==> config.mk <==
export PLATFORM = sky130hd
export DESIGN_NAME = multicycle_ctrl_flat
export DESIGN_NICKNAME = d
export VERILOG_FILES = /design/src/rtl/multicycle_ctrl_if.sv /design/src/rtl/multicycle_ctrl.sv /design/src/flat_wrapper.sv
export SDC_FILE = /design/constraint.sdc
export NUM_CORES = 1
export LEC_CHECK = 0
export CORE_ASPECT_RATIO = 0.7
export CORE_UTILIZATION = 25
export DETAILED_ROUTE_END_ITERATION = 8
export SYNTH_ARGS = -nofsm -noshare
export SYNTH_HDL_FRONTEND = slang
export SYNTH_SLANG_ARGS = --single-unit
==> constraint.sdc <==
create_clock -name clk -period 2.6 [get_ports clk]
set_clock_uncertainty 0.05 [all_clocks]
set_input_delay 0.52 -clock clk [delete_from_list [all_inputs] [get_ports clk]]
set_output_delay 0.52 -clock clk [all_outputs]
set_load 0.05 [all_outputs]
Run 1, sizing map:
Scale: 6 px per um.
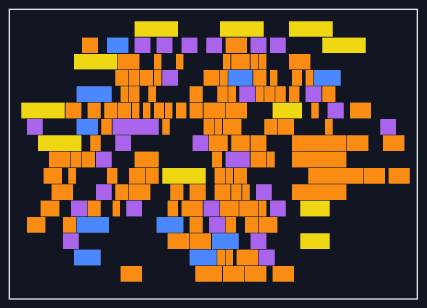
- yellow: _6 and larger (cells 11; share 6.9%)
- orange: _0 and _1 cells (cells 112; share 70%)
- blue: _2 cells (cells 10; share 6.3%)
- purple: _3 and _4 cells (cells 27; share 17%)
setup ws final: 0.1048 ns
Final Cell Area: 1400 um2
Non-CTS buffers: 52
synthesis-to-finish area growth: 84.96%

Run 1, track usage over the die:
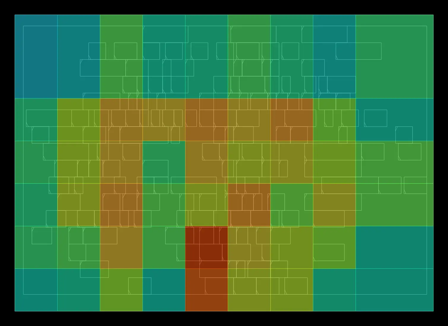
GR Util met1: 23.96%
GRT met2 Usage: 26.73%
fin util: 49.25%
grt met3 use: 1.667%
GRT Overall Usage: 16.74%

Run 1, M2 wires:
Scale: 6 px per um.
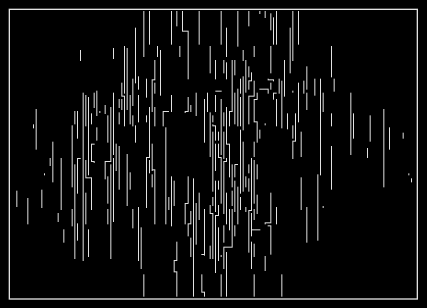
- share of all routed wire: 45%
- nets with wire on the layer: 151
- longest straight run: 27.9 um
- wire length on this layer: 1,120 um
- main direction: vertical
Routed WL: 2474 um
via count: 1,027

==> deck_impl_summary.md, run 1 <==
Synthesis and Place & Route Summary

CTS
  – Max clock buf depth: 2
  – CTS tree: done
  – CTS H-tree depth: 1
  – Clk Tree Root Cell: clkbuf_8
  – Num CTS Buffers: 3
  – # clock sinks: 4
  – Clock Pin Slew Worst Setup and Hold Paths: 0.03 ns
  – CTS Hold Bufs: 0
  – Clk_lat worst skew: 0.22 ns

Routing
  – Pre-Repair DR Iteration Count: 4
  – DR WL/cell: 12.62 um
  – DRC viols: 0
  – Vias per cell: 5.240
  – Post-route antenna net violation count: 0
  – Number of DRC markers in iteration 0: 36

Power
  – Power Total: 1315 uW
  – PwrDens: 939.6 nW/um2
  – Worst vdd ir: 0.0004289 V
  – Leak Pwr: 0.0005816 uW

Die
  – Die height: 48.04 um
  – # IOs: 37
  – Init Core Util: 26.63%
  – Die W: 67.77 um
  – Core Region: 2843 um2
  – Chip area: 3256 um2
  – Rows: 16

Finish
  – Layout fillers: 292
  – Most instantiated logic cell after routing: buf_4
  – Non-Filler Instances: 196
  – N_diodes: 0
  – Max FFs per register: 4
  – Proportion of layout cells with a drive suffix above 1: 30.00%
  – Comb gate area: 654.4 um2
  – Fin nets: 178
  – Top logic cells by instance count in the layout: 25 x buf_4, 17 x nor2_1, 15 x clkdlybuf4s50_1
  – FF/Latch Area: 100.1 um2

Synth
  – Dominant flop cell: dfrtp_1
  – Ys async rst share: 100.0%
  – Avg Cell Area, Syn: 6.582 um2
  – Cells in synth_stat.txt: 115
  – Post-synth regs: 4
  – Yosys stat area: 757.0 um2
  – Register share after synthesis: 13.22%
  – Floorplan net count: 131
  – Top-area cell share: 13.22%
  – Synth area leader: dfrtp_1
  – Top cells by area: dfrtp_1 13%, nor2_1 8.4%, nand2b_1 5.8%
  – Synth cell types: 42
  – EDFF count, synth: 0
  – Yosys warns: 0
  – Post-Syn Instances: 115
  – Post-Syn Area: 757.0 um2

Critical path
  – CP max FO: 5
  – Crit end category: output port
  – CP Launch Type: input pin
  – Worst EP arrival: 1.93 ns
  – Crit path kind: in2out
  – FF-to-FF setup slack: 0.90 ns
  – R2R cell count: 4
  – CP required: 2.03 ns

Flow run
  – # Max-Cap Violations: 0
  – Tool warnings: 28

GRT
  – Largest net degree at the start of global routing: 18
  – Initial antenna violation count: 0
  – Number of global-route vias before repair: 872
  – First-pass GRT wire length: 4084 um
  – Total grt overflow: 0

Final timing
  – Final Critical Period: 2.495 ns
  – Fmax: 0.4008 GHz
  – Worst hold margin: 0.4503 ns
  – Max-slew violation count: 0
  – Fin Setup TNS: 0 ns
  – Worst-Margin Slew: 0.4957 ns
  – Max-Slew Margin vs Limit: 66.85%
  – Fin. Hold Viols: 0
  – # setup viols final: 0
  – Post-layout period usage: 95.97%
  – RSZ-0062 raised after global routing: true

Placed design
  – Post-Place Cell Area: 1330 um2
  – Cell count after placement: 193
  – Gpl congestion: 0.8424
  – Post-detailed-placement half-perimeter wirelength: 1901 um
  – Buffers on Ports: 36

Run status
  – Run status: completed

Worst hold path
  – Worst hold path class: in2async
run 1: per-layer routing:
metal / track usage, % / part of all wire (%)
met3: 1.667 / 4.8
met1: 23.96 / 49
met5: 0 / 0
met4: 5.000 / 0.49
met2: 26.73 / 45
run 1: synth_stat cells, types with 2 or more instances:
library cell	number
a211o_1	2
a211oi_1	2
a21boi_0	2
a21o_1	2
a21oi_1	7
a31oi_1	2
clkbuf_1	8
dfrtp_1	4
inv_1	6
mux2i_1	3
nand2_1	5
nand2b_1	7
nand3_1	3
nor2_1	17
nor2b_1	3
nor3_1	7
nor4_1	2
nor4b_1	2
o21ai_0	3
o22ai_1	3
or3_1	3
or4_1	2
run 1: stage by stage:
stage | util [%] | setup WS (ns)
2_1_floorplan | - | -0.1059
3_3_place_gp | 46.79 | 0.002823
3_5_place_dp | 46.79 | -0.002932
4_1_cts | 48.55 | 0.02673
5_1_grt | 49.25 | -0.02054
6_report | 49.25 | 0.1048
run 1: area by class of cell:
| cell class | instances | share of cell area [%] |
|---|---|---|
| clock buffer | 3 | 2.949 |
| inverter | 6 | 1.609 |
| multi-input combinational | 95 | 46.74 |
| sequential | 4 | 7.149 |
| tap | 36 | 3.217 |
| timing repair buffer | 52 | 38.34 |
run 1: worst max-delay path, cell delays in order:
cell,delay [ns]
clkdlybuf4s50_1,0.52
buf_4,0.15
nor4_2,0.05
a211oi_2,0.23
nor2_1,0.09
o22ai_2,0.19
buf_12,0.17
run 1: report_power, final:
part	switching (uW)	internal, uW	total (uW)
logic	647	422	1070
registers	35.7	83.2	119
clock network	29.7	98.4	128
run 1: cells by family after synthesis:
family / share of synthesized area, %
muxes: 5.455
xor gates and xnor gates: 1.157
buffers and inverters: 9.090
and+or+nand+nor: 41.49
DFF: 13.22
AOI/OAI and AO/OA: 29.59
run 1: repair_timing:
item / CTS / global route
gates cloned: 0 / 0
pin swaps: 3 / 3
setup endpoints to repair: 1 / 3
setup buffers: 0 / 0
gates resized: 5 / 4
Run 1, close-up of the layout:
Window x 21 to 46, y 12 to 37 um. Cells in grey, sequential cells in the stronger grey; small squares are vias.
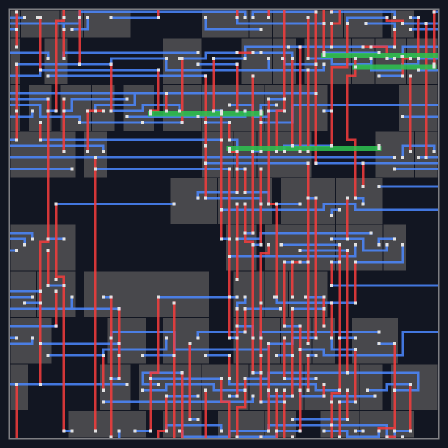

==> run 1 -> run 2 <==
CORE_MARGIN = 3   (was default)
PLACE_DENSITY_LB_ADDON = 0.2   (was default)
RECOVER_POWER = 25   (was default)
Run 2, close-up of the layout:
Window x 23 to 48, y 14 to 39 um. Cells in grey, sequential cells in the stronger grey; small squares are vias.
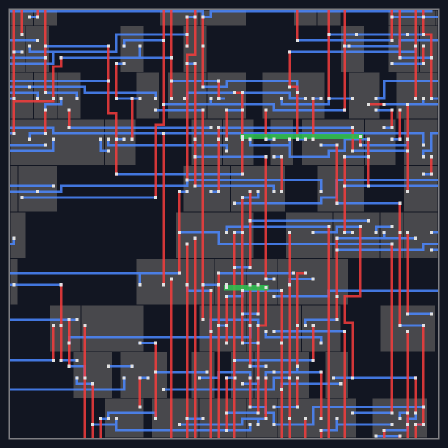
- red: metal 2
- blue: metal 1
- green: metal 3
- most frequent: nor2_1 (7), a21oi_1 (5), buf_4 (5)
- cells with their middle in the window: 56
- sequential cells in the window: 0

==> deck_impl_summary.md, run 2 <==
Synthesis and Place & Route Summary

Final timing
  – Worst-Margin Slew: 0.6109 ns (was 0.4957 ns)
  – Max-Slew Margin vs Limit: 59.45% (was 66.85%)
  – Fin. Hold Viols: 0 (unchanged)
  – # setup viols final: 0 (unchanged)
  – Final Critical Period: 2.550 ns (was 2.495 ns)
  – Post-layout period usage: 98.07% (was 95.97%)
  – Max-slew violation count: 0 (unchanged)
  – Fmax: 0.3922 GHz (was 0.4008 GHz)

Synth
  – Ys async rst share: 100.0% (unchanged)
  – Floorplan net count: 131 (unchanged)
  – Register share after synthesis: 13.22% (unchanged)
  – Avg Cell Area, Syn: 6.582 um2 (unchanged)
  – Top cells by area: dfrtp_1 13%, nor2_1 8.4%, nand2b_1 5.8% (unchanged)
  – Post-Syn Instances: 115 (unchanged)
  – Dominant flop cell: dfrtp_1 (unchanged)
  – Top-area cell share: 13.22% (unchanged)
  – EDFF count, synth: 0 (unchanged)
  – Synth area leader: dfrtp_1 (unchanged)
  – Synth cell count leaders: 17 x nor2_1, 8 x clkbuf_1, 7 x a21oi_1, 7 x nand2b_1, 7 x nor3_1 (unchanged)
  – Synth cell types: 42 (unchanged)
  – Post-synth regs: 4 (unchanged)
  – Cell with the most instances after synthesis: nor2_1 (unchanged)
  – Yosys stat area: 757.0 um2 (unchanged)
  – Yosys warns: 0 (unchanged)
  – Post-Syn Area: 757.0 um2 (unchanged)
  – Cells in synth_stat.txt: 115 (unchanged)

Critical path
  – CP required: 2.03 ns (about the same)
  – Worst EP arrival: 1.98 ns (was 1.93 ns)
  – CP Launch Type: input pin (unchanged)
  – CP max FO: 4 (was 5)
  – Crit end category: output port (unchanged)
  – Crit path kind: in2out (unchanged)
  – FF-to-FF setup slack: 0.89 ns (was 0.90 ns)
  – R2R cell count: 4 (unchanged)

Finish
  – Comb gate area: 654.4 um2 (unchanged)
  – Most instantiated logic cell after routing: buf_4 (unchanged)
  – Top logic cells by instance count in the layout: 22 x buf_4, 17 x nor2_1, 13 x clkdlybuf4s50_1 (was 25 x buf_4, 17 x nor2_1, 15 x clkdlybuf4s50_1)
  – Fin nets: 178 (unchanged)
  – Fin util: 49.82% (was 49.25%)
  – Layout fillers: 277 (was 292)
  – Non-Filler Instances: 196 (unchanged)
  – N_diodes: 0 (unchanged)
  – Max FFs per register: 4 (unchanged)
  – Synthesis-to-finish area growth: 87.11% (was 84.96%)
  – FF/Latch Area: 100.1 um2 (unchanged)
  – Proportion of layout cells with a drive suffix above 1: 29.38% (was 30.00%)

CTS
  – # Post-CTS Setup Buffers: 0 (unchanged)
  – Max clock buf depth: 2 (unchanged)
  – Clk_lat worst skew: 0.21 ns (was 0.22 ns)
  – CTS Hold Bufs: 0 (unchanged)
  – CTS tree: done (unchanged)
  – CTS H-tree depth: 1 (unchanged)
  – Clock Pin Slew Worst Setup and Hold Paths: 0.03 ns (about the same)
  – Num CTS Buffers: 3 (unchanged)
  – # clock sinks: 4 (unchanged)
  – Clk Tree Root Cell: clkbuf_8 (unchanged)

GRT
  – Largest net degree at the start of global routing: 15 (was 18)
  – Total grt overflow: 0 (unchanged)
  – First-pass GRT wire length: 3870 um (was 4084 um)
  – Number of global-route vias before repair: 874 (was 872)
  – Initial antenna violation count: 0 (unchanged)

Placed design
  – Cell count after placement: 193 (unchanged)
  – Post-detailed-placement half-perimeter wirelength: 1912 um (was 1901 um)
  – Gpl congestion: 0.8387 (was 0.8424)
  – Buffers on Ports: 36 (unchanged)

Die
  – Rows: 16 (unchanged)
  – Init Core Util: 26.63% (unchanged)
  – # IOs: 37 (unchanged)
  – Chip area: 3735 um2 (was 3256 um2)
  – Core Region: 2843 um2 (unchanged)
  – Die height: 52.04 um (was 48.04 um)
  – Die W: 71.77 um (was 67.77 um)

Routing
  – Pre-Repair DR Iteration Count: 4 (unchanged)
  – Number of DRC markers in iteration 0: 66 (was 36)
  – Via count: 1,031 (was 1,027)
  – DRC viols: 0 (unchanged)
  – Vias per cell: 5.260 (was 5.240)
  – Routed WL: 2490 um (was 2474 um)
  – Post-route antenna net violation count: 0 (unchanged)

Run status
  – Run status: completed (unchanged)

Worst hold path
  – Worst hold path class: in2async (unchanged)

Power
  – PwrDens: 931.6 nW/um2 (was 939.6 nW/um2)
  – Leak Pwr: 0.0005911 uW (was 0.0005816 uW)
  – Worst vdd ir: 0.0004578 V (was 0.0004289 V)

Flow run
  – # Max-Cap Violations: 0 (unchanged)
  – Tool warnings: 27 (was 28)
Run 2, track usage over the die:
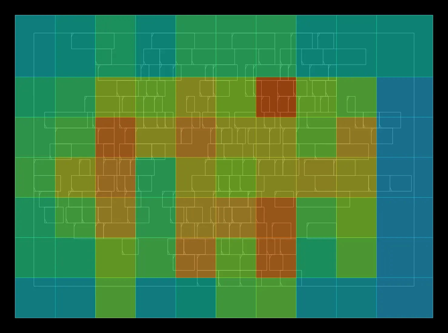
DR WL/cell: 12.70 um
GR Util met1: 17.91%
GRT Overall Usage: 12.48%
gr busiest metal: met2
GRT met2 Usage: 19.97%

[run 2: where the power goes]
group / total [uW] / switching, uW / internal (uW) / leakage, uW
sequential: 129 / 46.1 / 83.1 / 0.0000515
clock: 126 / 27.6 / 98.3 / 0.0000216
combinational: 1060 / 638 / 426 / 0.000518
total: 1320 / 712 / 607 / 0.000591
[run 2: cells by family after synthesis]
family | Yosys count | synth area share [%]
and+or+nand+nor | 57 | 41.49
AOI/OAI and AO/OA | 33 | 29.59
buffers and inverters | 16 | 9.090
muxes | 4 | 5.455
DFF | 4 | 13.22
xor gates and xnor gates | 1 | 1.157
[run 2: metal layers]
| layer | global-route usage (%) | share of wire (%) |
|---|---|---|
| met1 | 17.91 | 49 |
| met2 | 19.97 | 46 |
| met3 | 1.931 | 4.9 |
| met4 | 1.875 | 0 |
| met5 | 0 | 0 |
[run 2: worst max-delay path: stages]
cell and delay, ns:
clkdlybuf4s50_1 0.53, and4b_1 0.23, a211oi_2 0.24, nor2_1 0.09, o22ai_2 0.20, buf_12 0.17
[run 2: repair_timing]
item | in CTS | in global routing
resized | 4 | 6
pin swaps | 3 | 3
setup endpoints to repair | 1 | 3
[run 2: final cells by class]
class                           instances  share of cell area [%]
Multi-Input combinational cell         95                   46.20
Timing Repair Buffer                   52                   39.05
Sequential cell                         4                   7.067
Tap cell                               36                   3.180
Clock buffer                            3                   2.915
Inverter                                6                   1.590
[run 2: stage by stage]
stage	setup TNS [ns]	area (um2)	setup WS (ns)	total power (uW)	hold slack (ns)
final	0	1416	0.05018	1320	0.5243
after detailed placement	-0.002996	1343	-0.002996	1185	0.6800
after CTS	0	1394	0.002960	1317	0.4574
after global placement	-0.007451	1343	-0.007451	1184	0.6790
after floorplan	-0.1184	793.3	-0.1059	793.1	0.1744
after global routing	-0.04125	1416	-0.04125	1391	0.5416
Power figures rest on the tool's default switching activity, not on a simulated workload.
